$ cat src/rtl/anubis_pkg.sv
// Shared constants and types for the Anubis key-schedule sequencer.
package anubis_pkg;

    localparam int KEY_W      = 128;
    localparam int DEF_ROUNDS = 12;
    localparam int RK_ADDR_W  = $clog2(DEF_ROUNDS + 1);

    typedef enum logic [1:0] {
        IDLE,
        RUN,
        DONE
    } ks_state_e;

endpackage

$ cat src/rtl/key_sched_ctrl_if.sv
// Key-schedule bus: start handshake, round-key read port and the
// omega / evolution datapath connections.
interface key_sched_ctrl_if
    import anubis_pkg::*;
#(
    parameter int AW = RK_ADDR_W
) ();

    logic             start;
    logic [KEY_W-1:0] key_in;
    logic             busy;
    logic             done;
    logic             rk_valid;
    logic [AW-1:0]    rk_rd_addr;
    logic [KEY_W-1:0] rk_rd_data;
    logic [KEY_W-1:0] omega_key;
    logic [KEY_W-1:0] omega_ext;
    logic [KEY_W-1:0] evo_key;
    logic [AW-1:0]    evo_rnd;
    logic [KEY_W-1:0] evo_next;

    // Requester side: key source, round core and the external datapaths.
    modport master (
        output start, key_in, rk_rd_addr, omega_ext, evo_next,
        input  busy, done, rk_valid, rk_rd_data, omega_key, evo_key, evo_rnd
    );

    // Sequencer side.
    modport slave (
        input  start, key_in, rk_rd_addr, omega_ext, evo_next,
        output busy, done, rk_valid, rk_rd_data, omega_key, evo_key, evo_rnd
    );

endinterface

$ cat src/rtl/key_sched_ctrl_rk_buffer.sv
// Round-key register file: one write port, one registered read port.
// Out-of-range reads return zero. Storage is not reset.
module rk_buffer
    import anubis_pkg::*;
#(
    parameter int DEPTH = DEF_ROUNDS + 1,
    parameter int AW    = RK_ADDR_W
) (
    input  logic             clk,
    input  logic             rst,
    input  logic             we,
    input  logic [AW-1:0]    waddr,
    input  logic [KEY_W-1:0] wdata,
    input  logic [AW-1:0]    rd_addr,
    output logic [KEY_W-1:0] rd_data
);

    logic [KEY_W-1:0] mem_q [DEPTH];
    logic [KEY_W-1:0] mem_d [DEPTH];
    logic [KEY_W-1:0] rd_data_q;
    logic [KEY_W-1:0] rd_data_d;

    // Next-state for storage and read register.
    always_comb begin
        mem_d = mem_q;
        if (we && (waddr <= AW'(DEPTH - 1))) begin
            mem_d[waddr] = wdata;
        end
        rd_data_d = '0;
        if (rd_addr <= AW'(DEPTH - 1)) begin
            rd_data_d = mem_q[rd_addr];
        end
    end

    // Storage array, no reset.
    always_ff @(posedge clk) begin
        mem_q <= mem_d;
    end

    // Registered read data, cleared by reset.
    always_ff @(posedge clk) begin
        if (rst) begin
            rd_data_q <= '0;
        end else begin
            rd_data_q <= rd_data_d;
        end
    end

    assign rd_data = rd_data_q;

endmodule

$ cat src/rtl/key_sched_ctrl.sv
// Anubis key-schedule sequencer. Steps omega extraction and key evolution
// once per round and stores ROUNDS+1 round keys in rk_buffer.
// Optional feature: KEY_SCHED_CACHE_EN -- skip the run when the requested
// key equals the key of the last completed, still-valid schedule.
module key_sched_ctrl
    import anubis_pkg::*;
#(
    parameter int ROUNDS    = DEF_ROUNDS,
    parameter int OMEGA_LAT = 1,
    parameter int EVO_LAT   = 1
) (
    input  logic            clk,
    input  logic            rst,
    key_sched_ctrl_if.slave bus
);

    localparam int AW     = $clog2(ROUNDS + 1);
    localparam int L      = (OMEGA_LAT > EVO_LAT) ? OMEGA_LAT : EVO_LAT;
    localparam int WCNT_W = (L > 0) ? $clog2(L + 1) : 1;

    ks_state_e         state_q, state_d;
    logic [KEY_W-1:0]  k_q, k_d;
    logic [AW-1:0]     r_q, r_d;
    logic [WCNT_W-1:0] wcnt_q, wcnt_d;
    logic              rk_valid_q, rk_valid_d;
    logic              wr_en;
`ifdef KEY_SCHED_CACHE_EN
    logic [KEY_W-1:0]  cache_key_q, cache_key_d;
    logic              cache_hit;
`endif

`ifdef KEY_SCHED_CACHE_EN
    // rk_valid guards the cache: it is low during a run and after reset,
    // so recording the key at start time is enough.
    assign cache_hit = rk_valid_q && (bus.key_in == cache_key_q);
`endif

    // Next-state and datapath control.
    always_comb begin
        state_d    = state_q;
        k_d        = k_q;
        r_d        = r_q;
        wcnt_d     = wcnt_q;
        rk_valid_d = rk_valid_q;
        wr_en      = 1'b0;
`ifdef KEY_SCHED_CACHE_EN
        cache_key_d = cache_key_q;
`endif
        unique case (state_q)
            IDLE: begin
                if (bus.start) begin
`ifdef KEY_SCHED_CACHE_EN
                    if (cache_hit) begin
                        state_d = DONE;
                    end else begin
                        cache_key_d = bus.key_in;
                        k_d         = bus.key_in;
                        r_d         = '0;
                        wcnt_d      = '0;
                        rk_valid_d  = 1'b0;
                        state_d     = RUN;
                    end
`else
                    k_d        = bus.key_in;
                    r_d        = '0;
                    wcnt_d     = '0;
                    rk_valid_d = 1'b0;
                    state_d    = RUN;
`endif
                end
            end
            RUN: begin
                if (wcnt_q == WCNT_W'(L)) begin
                    wr_en = 1'b1;
                    k_d   = bus.evo_next;
                    if (r_q == AW'(ROUNDS)) begin
                        state_d = DONE;
                    end else begin
                        r_d    = r_q + AW'(1);
                        wcnt_d = '0;
                    end
                end else begin
                    wcnt_d = wcnt_q + WCNT_W'(1);
                end
            end
            DONE: begin
                rk_valid_d = 1'b1;
                state_d    = IDLE;
            end
            default: state_d = IDLE;
        endcase
    end

    // State and datapath registers.
    always_ff @(posedge clk) begin
        if (rst) begin
            state_q    <= IDLE;
            k_q        <= '0;
            r_q        <= '0;
            wcnt_q     <= '0;
            rk_valid_q <= 1'b0;
`ifdef KEY_SCHED_CACHE_EN
            cache_key_q <= '0;
`endif
        end else begin
            state_q    <= state_d;
            k_q        <= k_d;
            r_q        <= r_d;
            wcnt_q     <= wcnt_d;
            rk_valid_q <= rk_valid_d;
`ifdef KEY_SCHED_CACHE_EN
            cache_key_q <= cache_key_d;
`endif
        end
    end

    assign bus.busy      = (state_q == RUN);
    assign bus.done      = (state_q == DONE);
    assign bus.rk_valid  = rk_valid_q;
    assign bus.omega_key = k_q;
    assign bus.evo_key   = k_q;
    assign bus.evo_rnd   = r_q + AW'(1);

    rk_buffer #(
        .DEPTH (ROUNDS + 1),
        .AW    (AW)
    ) u_rk_buffer (
        .clk     (clk),
        .rst     (rst),
        .we      (wr_en),
        .waddr   (r_q),
        .wdata   (bus.omega_ext),
        .rd_addr (bus.rk_rd_addr),
        .rd_data (bus.rk_rd_data)
    );

endmodule

$ cat src/flat_wrapper.sv
// flat-port wrapper written by rule: the top's interface ports become plain ports
module key_sched_ctrl_flat import anubis_pkg::*;
#(
    parameter int ROUNDS    = DEF_ROUNDS,
    parameter int OMEGA_LAT = 1,
    parameter int EVO_LAT   = 1
)
  (clk, rst, bus_start, bus_key_in, bus_rk_rd_addr, bus_omega_ext, bus_evo_next, bus_busy, bus_done, bus_rk_valid, bus_rk_rd_data, bus_omega_key, bus_evo_key, bus_evo_rnd);
  key_sched_ctrl_if #(.AW(4)) bus_i ();
  input  logic clk;
  input  logic rst;
  input wire logic [$bits(bus_i.start)-1:0] bus_start;
  input wire logic [$bits(bus_i.key_in)-1:0] bus_key_in;
  input wire logic [$bits(bus_i.rk_rd_addr)-1:0] bus_rk_rd_addr;
  input wire logic [$bits(bus_i.omega_ext)-1:0] bus_omega_ext;
  input wire logic [$bits(bus_i.evo_next)-1:0] bus_evo_next;
  output wire logic [$bits(bus_i.busy)-1:0] bus_busy;
  output wire logic [$bits(bus_i.done)-1:0] bus_done;
  output wire logic [$bits(bus_i.rk_valid)-1:0] bus_rk_valid;
  output wire logic [$bits(bus_i.rk_rd_data)-1:0] bus_rk_rd_data;
  output wire logic [$bits(bus_i.omega_key)-1:0] bus_omega_key;
  output wire logic [$bits(bus_i.evo_key)-1:0] bus_evo_key;
  output wire logic [$bits(bus_i.evo_rnd)-1:0] bus_evo_rnd;
  assign bus_i.start = bus_start;
  assign bus_i.key_in = bus_key_in;
  assign bus_i.rk_rd_addr = bus_rk_rd_addr;
  assign bus_i.omega_ext = bus_omega_ext;
  assign bus_i.evo_next = bus_evo_next;
  assign bus_busy = bus_i.busy;
  assign bus_done = bus_i.done;
  assign bus_rk_valid = bus_i.rk_valid;
  assign bus_rk_rd_data = bus_i.rk_rd_data;
  assign bus_omega_key = bus_i.omega_key;
  assign bus_evo_key = bus_i.evo_key;
  assign bus_evo_rnd = bus_i.evo_rnd;
  key_sched_ctrl #(.ROUNDS(ROUNDS), .OMEGA_LAT(OMEGA_LAT), .EVO_LAT(EVO_LAT)) u_core (.clk(clk), .rst(rst), .bus(bus_i));
endmodule
$ cat config.mk
export PLATFORM = sky130hd
export DESIGN_NAME = key_sched_ctrl_flat
export DESIGN_NICKNAME = d
export VERILOG_FILES = /design/src/rtl/anubis_pkg.sv /design/src/rtl/key_sched_ctrl_if.sv /design/src/rtl/key_sched_ctrl_rk_buffer.sv /design/src/rtl/key_sched_ctrl.sv /design/src/flat_wrapper.sv
export SDC_FILE = /design/constraint.sdc
export NUM_CORES = 2
export LEC_CHECK = 0
export ABC_AREA = 0
export CORE_MARGIN = 5
export CORE_UTILIZATION = 44
export DETAILED_ROUTE_END_ITERATION = 6
export PLACE_DENSITY = 0.76
export SLEW_MARGIN = 20
export SYNTH_ARGS = -nofsm -noshare
export SYNTH_HDL_FRONTEND = slang
export SYNTH_SLANG_ARGS = --single-unit
$ cat constraint.sdc
create_clock -name clk -period 10.2 [get_ports clk]
set_clock_uncertainty 0.1 [all_clocks]
set_input_delay 2.55 -clock clk [delete_from_list [all_inputs] [get_ports clk]]
set_output_delay 2.55 -clock clk [all_outputs]
set_load 0.05 [all_outputs]
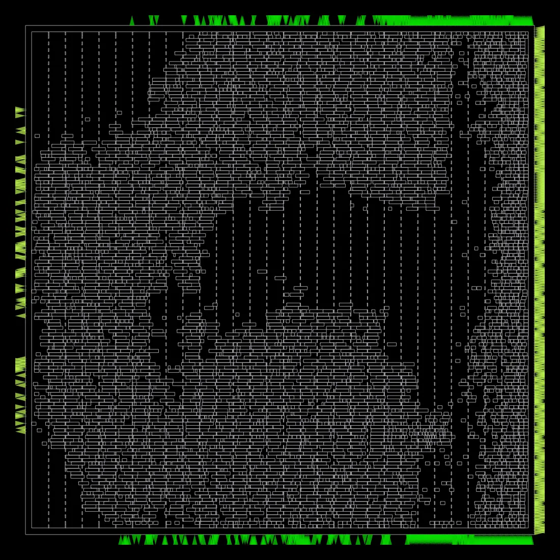
Figure 1: cell placement.
Fillers: 12,818
fin util: 53.2%
filler-free cell count of the finished design: 6,960

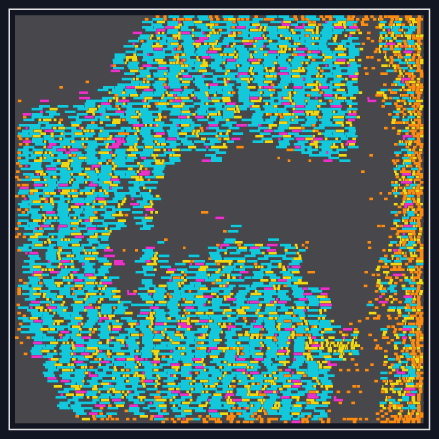
Figure 2: placement by cell class.
(1 px per µm) Fill, decap, tap and diode cells in gray.
color	class	cells	share of their area
yellow	remaining logic cells	1,599	19%
orange	remaining buffers and delay cells	834	9.8%
cyan	registers	1,928	64%
magenta	clock drivers and dummy loads	358	7.2%
CORE AREA: 167,000 µm²
Row Count: 150

## worst max-delay path, cell delays in order, from the launching register on
cell and delay (ns):
dfxtp_1 0.41, nor2b_4 0.24, buf_4 0.41, clkdlybuf4s50_1 0.90
## routing by layer
layer / up-vias / track usage (%) / part of all wire, % / wire length, µm
li1: 17134 / - / - / -
met1: 20965 / 28.3 / 35 / 76700
met2: 1943 / 42.1 / 51 / 113000
met3: 449 / 5.83 / 7.8 / 17300
met4: 22 / 15.2 / 6.3 / 14000
met5: - / 0 / 0.071 / 157
## power by group through the flow
stage	Sequential, mW	Clock (mW)	Combinational, mW
after floorplan	9.17	0	0.721
after global placement	8.92	0	1.66
after detailed placement	8.92	0	1.68
after CTS	8.75	6.99	1.69
after global routing	8.75	7.35	1.75
final	8.75	6.89	1.68
==> Slide: Implementation Results <==
Flow Results at a Glance

Worst setup path
  – Critical R2R Launch: u_core.state_q[0]$_SDFFE_PP0P_
  – R2R setup slack: a little under 6 ns
  – Crit path DRT: about 7.6 ns
  – Reg2Reg Depth: 6
  – Worst Path Arrival: 2.81 ns
  – FF-to-FF End: u_core.u_rk_buffer.mem_q[598]$_DFFE_PP_
  – Worst setup path start: u_core.state_q[0]$_SDFFE_PP0P_
  – Critical path class: flop to output port

Final layout
  – Bufs w/o clock: 834
  – # diodes: 37
  – Area Growth Syn to Fin: 20.7%
  – Max FFs per register: approximately 1,700
  – Nets: about 4,900
  – Sequential cell area: approximately 55,000 µm²
  – Flop share of the area: around 62%
  – Most frequent logic cell in the layout: edfxtp_1
  – Logic share of the area: between 10% and 20%
  – Clock buf count: approximately 250
  – Combinational Area: 16,000 µm²

Placed design
  – Gpl congestion: 0.872
  – Placed cell area: 82,400 µm²
  – DP Wirelength: approximately 130 mm
  – Post-placement cell count: ~6,600
  – DP Worst Slack: around 4 ns

Logic synthesis
  – Chip Area, Yosys: 73,500 µm²
  – Main area contributors: edfxtp_1, mux4_2, dfxtp_1
  – Adder-cell share of the synthesized area: less than 1%
  – Yosys warns: 0
  – Yosys simple share: between 2 and 2.5%
  – Synth top cells by count: edfxtp_1, dfxtp_1, mux2i_1
  – Mean Syn Cell Area: roughly 19 µm²
  – Top-count cell post-synth: edfxtp_1
  – Synthesized cell area: 73,500 µm²
  – Yosys cell types: 35
  – Top cell area share: between 60% and 70%

Route
  – Final wirelength: around 220 mm
  – Routed Antenna Nets: 0
  – Routed len/inst: ~32 µm
  – Residual DRC: 0
  – Initial DRC count: 4,128

Power
  – Flop pwr share: between 50% and 60%
  – Power, Total: 17.3 mW
  – Clock share of power: 39.8%
  – Sw frac: between 20% and 30%
  – Net Sw Power: roughly 4.2 mW
  – Combinational share of power: under 10%
  – Max VDD drop: roughly 0.19 mV
  – Lkg Pwr: 28.4 nW
  – Internal: roughly 13 mW

Clock network
  – Cts repair resizes: 0
  – # H-tree levels: 4
  – Num CTS Buffers: about 190
  – # clock sinks: ~1,900
  – Post-CTS Hold Buffers: 0
  – Clk_lat worst skew: approximately 0.85 ns

Die
  – Die W: around 420 µm
  – FP Core Util: roughly 44%
  – Well Taps: 2,204
  – Ports: 782

Timing
  – Slew Viols, Final: 0
  – Tmin final: roughly 5.5 ns
  – Final setup viols: 0
  – Period utilization: 53.5%
  – Max Fclk: approximately 180 MHz
  – Final Hold Viols: 0

Run
  – Tool Warnings: roughly 58
  – Max Cap Viol: 0

Hold path
  – Hold path start: u_core.bus.rk_valid$_SDFFE_PP0P_
  – Worst hold endpoint: u_core.bus.rk_valid$_SDFFE_PP0P_
  – WHS Path Cells: 2

Global routing
  – First-pass GRT wire length: approximately 310 mm
  – Largest net degree at the start of global routing: 237
  – Global Route Usage Sum: 24.7%
  – Vias in the first global route: about 41,000
  – Total grt overflow: 0

Run status
  – Status: finished, final reports clean
No activity file was given, so power comes from the tool's default toggle rates.
